**config.mk**
```make
export PLATFORM = sky130hd
export DESIGN_NAME = mem_port_arbiter
export DESIGN_NICKNAME = d
export VERILOG_FILES = /design/src/rtl/mem_port_arbiter.sv
export SDC_FILE = /design/constraint.sdc
export NUM_CORES = 1
export LEC_CHECK = 0
export ABC_AREA = 0
export CAP_MARGIN = 20
export CELL_PAD_IN_SITES_DETAIL_PLACEMENT = 2
export CELL_PAD_IN_SITES_GLOBAL_PLACEMENT = 2
export CORE_ASPECT_RATIO = 0.9
export CORE_MARGIN = 2
export CORE_UTILIZATION = 29
export DETAILED_ROUTE_END_ITERATION = 6
export HOLD_SLACK_MARGIN = 0.15
export PLACE_DENSITY_LB_ADDON = 0.25
export REMOVE_ABC_BUFFERS = 1
export SYNTH_ARGS = -nofsm -noshare
export SYNTH_HDL_FRONTEND = slang
export SYNTH_SLANG_ARGS = --single-unit
```
**constraint.sdc**
```tcl
create_clock -name clk -period 4.51 [get_ports clk]
set_clock_uncertainty 0.1 [all_clocks]
set_input_delay 0.902 -clock clk [delete_from_list [all_inputs] [get_ports clk]]
set_output_delay 0.902 -clock clk [all_outputs]
set_load 0.01 [all_outputs]
```
**src/rtl/mem_port_arbiter.sv**
```systemverilog
// Arbitrates a single-port unified memory between instruction fetch and load/store.
// Alternating priority, one access at a time, configurable read latency, registered read data.
module mem_port_arbiter #(
  parameter int unsigned ADDR_W  = 8,
  parameter int unsigned DATA_W  = 32,
  parameter int unsigned MEM_LAT = 1
) (
  input  logic                  clk,
  input  logic                  rst,
  input  logic                  if_req,
  input  logic [ADDR_W-1:0]     if_addr,
  output logic [DATA_W-1:0]     if_rdata,
  output logic                  if_ack,
  input  logic                  d_req,
  input  logic                  d_we,
  input  logic [ADDR_W-1:0]     d_addr,
  input  logic [DATA_W-1:0]     d_wdata,
  input  logic [DATA_W/8-1:0]   d_mask,
  output logic [DATA_W-1:0]     d_rdata,
  output logic                  d_ack,
  output logic                  mem_en,
  output logic                  mem_we,
  output logic [ADDR_W-1:0]     mem_addr,
  output logic [DATA_W-1:0]     mem_wdata,
  output logic [DATA_W/8-1:0]   mem_mask,
  input  logic [DATA_W-1:0]     mem_rdata,
  output logic                  stall,
  output logic                  busy
);

  localparam int unsigned CNT_W = 3;

  typedef enum logic [1:0] {IDLE, ISSUE, WAIT, DONE} state_t;

  state_t             state;
  logic               prio;
  logic               g_data;
  logic               g_we;
  logic [CNT_W-1:0]   cnt;
  logic               pick_data_c;

  // Data wins a tie unless it was the last port served.
  assign pick_data_c = d_req & (~if_req | ~prio);

  assign stall = (if_req & ~if_ack) | (d_req & ~d_ack);

  always_ff @(posedge clk or negedge rst) begin
    if (!rst) begin
      state     <= IDLE;
      prio      <= 1'b0;
      g_data    <= 1'b0;
      g_we      <= 1'b0;
      cnt       <= '0;
      mem_en    <= 1'b0;
      mem_we    <= 1'b0;
      mem_addr  <= '0;
      mem_wdata <= '0;
      mem_mask  <= '0;
      if_rdata  <= '0;
      d_rdata   <= '0;
      if_ack    <= 1'b0;
      d_ack     <= 1'b0;
      busy      <= 1'b0;
    end else begin
      mem_en <= 1'b0;
      mem_we <= 1'b0;
      if_ack <= 1'b0;
      d_ack  <= 1'b0;
      case (state)
        IDLE: begin
          if (if_req | d_req) begin
            g_data    <= pick_data_c;
            g_we      <= pick_data_c & d_we;
            prio      <= pick_data_c;
            mem_addr  <= pick_data_c ? d_addr : if_addr;
            mem_wdata <= pick_data_c ? d_wdata : '0;
            mem_mask  <= (pick_data_c & d_we) ? d_mask : '0;
            mem_en    <= 1'b1;
            mem_we    <= pick_data_c & d_we;
            busy      <= 1'b1;
            state     <= ISSUE;
          end
        end
        ISSUE: begin
          if (g_we) begin
            d_ack <= 1'b1;
            state <= DONE;
          end else begin
            cnt   <= CNT_W'(MEM_LAT - 1);
            state <= WAIT;
          end
        end
        WAIT: begin
          if (cnt == '0) begin
            if (g_data) begin
              d_rdata <= mem_rdata;
              d_ack   <= 1'b1;
            end else begin
              if_rdata <= mem_rdata;
              if_ack   <= 1'b1;
            end
            state <= DONE;
          end else begin
            cnt <= cnt - CNT_W'(1);
          end
        end
        DONE: begin
          // Mandatory IDLE follows so a req still held during ack is not re-granted.
          busy  <= 1'b0;
          state <= IDLE;
        end
        default: state <= IDLE;
      endcase
    end
  end

endmodule

```
Fig. 1: metal layers overlaid
Bar = 50 um.
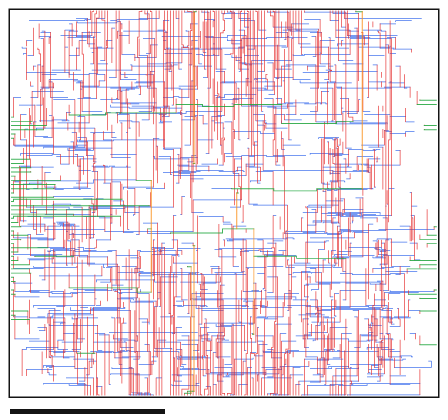
[M3] green | wire length: 678 um
[M4] orange | wire length: 275 um
[M2] red | wire length: 8460 um
[M1] blue | wire length: 5530 um

Fig. 2: I/O pins on the die edge
Pins as bars across the die edge, other pins in gray.
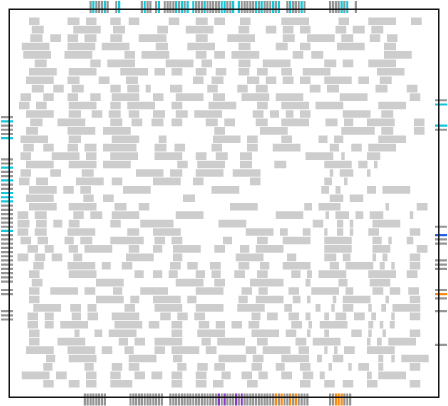
[`if_ack`] blue | pins: 1 | direction: output | edge: right
[`d_mask`] purple | pins: 4 | direction: input | edge: bottom
[`d_rdata`] cyan | pins: 32 | direction: output | edge: 22 top, 8 left, 2 right
[`d_addr`] orange | pins: 8 | direction: input | edge: 7 bottom, 1 right

Fig. 3: clock distribution
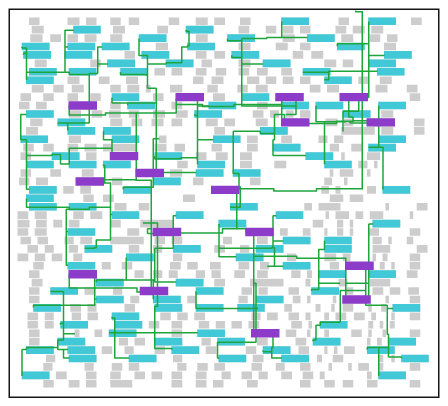
[flip-flops] cyan | count: 120
[clock wires] green | length: 1820 um
[clock-net drivers] purple | count: 17
routed clock nets: 18
flops lie: spread over the die

==> Changelog: implementation <==
### Implementation results

- Outcome: complete, no violations
- TritonCTS clock tree: done
- Crit path kind: in -> out
- Synth Seq Share: 64.0%
- Tool warnings: 30
- Final worst path period share: 75.3%
- Final setup violation count: 0
- Max-Cap Viols: 0
- Synth-to-layout area growth: 60.5%
- Hold bufs inserted after CTS: 0
- RR Startpoint: cnt[0]
- Largest net degree at the start of global routing: 121
- Post-Syn Area per Cell: 14.7 um2
- Nature of the critical path endpoint: output pin
- Chip Height: 125 um
- Core ar.: 16000 um2
- Chip area in the Yosys report: 4690 um2
- Port buffer count: 202
- GRT Residual Overflow: 0
- Share of layout cells above drive strength 1: 20.4%
- Worst R2R Setup Slack: 2.30 ns
- Ys Warns: 0
- # diodes: 0
- Synth Flop Type: dfrtp_1
- Pwr/cell area: 777 nW/um2
- CP required: 3.51 ns
- Post-DR wirelength/cell: 20.1 um
- HP Class: reg -> reg
- CP most frequent cell: clkdlybuf4s50_1
- Max VDD drop: 0.000370 V
- EDFF count, synth: 0
- Post-CTS sizing: 0
- Clk_lat worst skew: 0.42 ns
- Lkg Pwr: 3.23 nW
- 1st-iter DRT viols: 103
- Vias: 3479
- Synth Instances: 319
- Cell count after placement: 712
- Normalized max-slew margin: 54.1%
- I/O pin count: 203
- Flops after synth: 120
- Hold endpoint: d_rdata[5]
- Final Instance Count excl. Fillers: 745
- CTS Root Cell: clkbuf_16
- Final non-filler cell area: 7530 um2
- DP Area: 6860 um2
- Drt total wl: 14900 um
- FMAX: 295 MHz
- Reg clk slew, reported paths: 0.06 ns
- Final setup TNS: 0 ns
- Cell Type Count: 31
- Die Size: 17200 um2
- Final GP Congestion: 0.735
- Final Hold Viols: 0
- Cells along the critical path: clkdlybuf4s50_1, inv_1, o22ai_1, clkdlybuf4s50_1
- Crit-path max FO: 7
- CTS buffer count: 17
- Post-CTS setup buffers: 0
- Fin crit period: 3.40 ns
- TritonRoute pass-1 iters: 4
- Wire length of the first global-routing pass: 23700 um
- H-Tree Level Count: 4
- Via density: 4.67
- DRT antenna net count: 0
- CP startpoint kind: input port
- Post-Syn Area: 4690 um2
- Worst hold path depth: 1
- Critical R2R Capture: if_rdata[21]
- Top cells excl fill/tap: clkdlybuf4s50_1, dfrtp_1, mux2_2, a22o_1, clkbuf_16
- Max Slew Vio Count: 0
- All-Layer GR Usage: 18.1%
- Clock Path Buffers: 2
- RSZ-0062 raised after global routing: false
- Die Width: 138 um
- HP Start: d_rdata[5]
- Floorplan utilization: 29.4%
- # fillers: 1541
- Initial antenna violation count: 0
- Async set-reset flop share out of synthesis: 100%
- DRC viols: 0
- Vias in the first global route: 4139
- Dominant logic cell type in the layout: clkdlybuf4s50_1
- CP arrival: 2.39 ns
- CP max stage delay: 0.69 ns
- Yosys stat cell total: 319
- TritonCTS Sinks: 120
- Final Net Count: 620
- R2R depth: 6
- Slowest-stage cell, CP: clkdlybuf4s50_1
Fig. 4: I/O nets highlighted
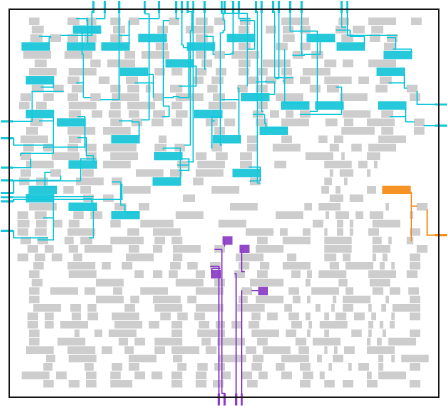
[`if_ack`] orange | direction: output | end cells: 1 | wire: 29.3 um
[`d_rdata`] cyan | direction: output | end cells: 32 | wire: 1330 um
[`d_mask`] purple | direction: input | end cells: 4 | wire: 186 um

Fig. 5: cell placement
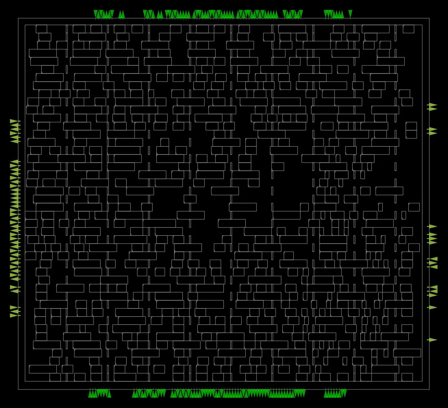
Rows: 44
Core Util, Final: 47.1%

routing by layer:
| metal | wire length (um) | global-route usage (%) | vias to the layer above |
|---|---|---|---|
| met5 | 0 | 0 | - |
| met4 | 275 | 6.42 | 0 |
| met3 | 677 | 5.73 | 16 |
| met2 | 8460 | 33.1 | 85 |
| met1 | 5530 | 19.7 | 1821 |
| li1 | - | - | 1557 |
how the worst max path moves through the flow:
stage | start | endpoint | slack, ns | cells after the start
6_report | if_req | stall | 1.11 | 4
5_1_grt | if_req | stall | 1.0 | 4
4_1_cts | if_req | stall | 1.10 | 4
3_5_place_dp | if_req | stall | 1.10 | 4
3_3_place_gp | if_req | stall | 1.15 | 4
2_1_floorplan | if_req | mem_addr[0] | 1.34 | 4
area by class of cell:
class	instances	area [um2]	area share, %
Sequential cell	120	3000	39.9
Clock inverter	15	226	3.01
Multi-Input combinational cell	170	1500	19.9
Tap cell	207	259	3.44
Inverter	10	37.5	0.499
Timing Repair Buffer	206	2070	27.6
Clock buffer	17	425	5.65
state kept, by name, indices dropped and copies added (netlist names):
name	cells
mem_mask	4
if_ack	1
cnt	3
mem_en	1
g_data	1
d_rdata	32
mem_wdata	32
busy	1
state	2
mem_addr	8
mem_we	1
if_rdata	32
d_ack	1
g_we	1
Yosys cell counts (4+ instances only):
| cell type | n | area [um2] |
|---|---|---|
| buf_12 | 4 | 80.1 |
| a21oi_1 | 16 | 80.1 |
| buf_2 | 7 | 35.0 |
| buf_4 | 4 | 30.0 |
| nor2_1 | 12 | 45.0 |
| inv_1 | 9 | 33.8 |
| a22o_1 | 41 | 359 |
| dfrtp_1 | 120 | 3000 |
| mux2_2 | 65 | 732 |
| ha_1 | 6 | 75.1 |
| nand2_1 | 9 | 33.8 |
where the power goes:
part	internal [mW]	switching (mW)
combinational	1.45	0.998
sequential	1.60	0.306
clock	0.982	0.516
total	4.03	1.82
stage by stage:
stage	worst slack [ns]	hold WS, ns	util [%]	total power [mW]
2_1_floorplan	1.34	0.373	-	2.92
3_3_place_gp	1.15	0.387	42.9	4.27
3_5_place_dp	1.10	0.390	42.9	4.38
4_1_cts	1.10	0.406	47.0	5.96
5_1_grt	0.997	0.412	47.1	6.19
6_report	1.11	0.402	47.1	5.85
critical path, delay by kind of cell:
kind / cells / cell delay (ns)
AND-OR/OR-AND: 1 / 0.17
buffers and inverters: 3 / 1.33
kinds of logic after synthesis:
| kind of cell | synth area share [%] |
|---|---|
| AOI/OAI and AO/OA | 12.0 |
| adders and majority gates | 1.60 |
| buffers and inverters | 4.21 |
| DFF | 64.0 |
| muxes | 15.6 |
| and+or+nand+nor | 2.53 |
No activity file was given, so power comes from the tool's default toggle rates.
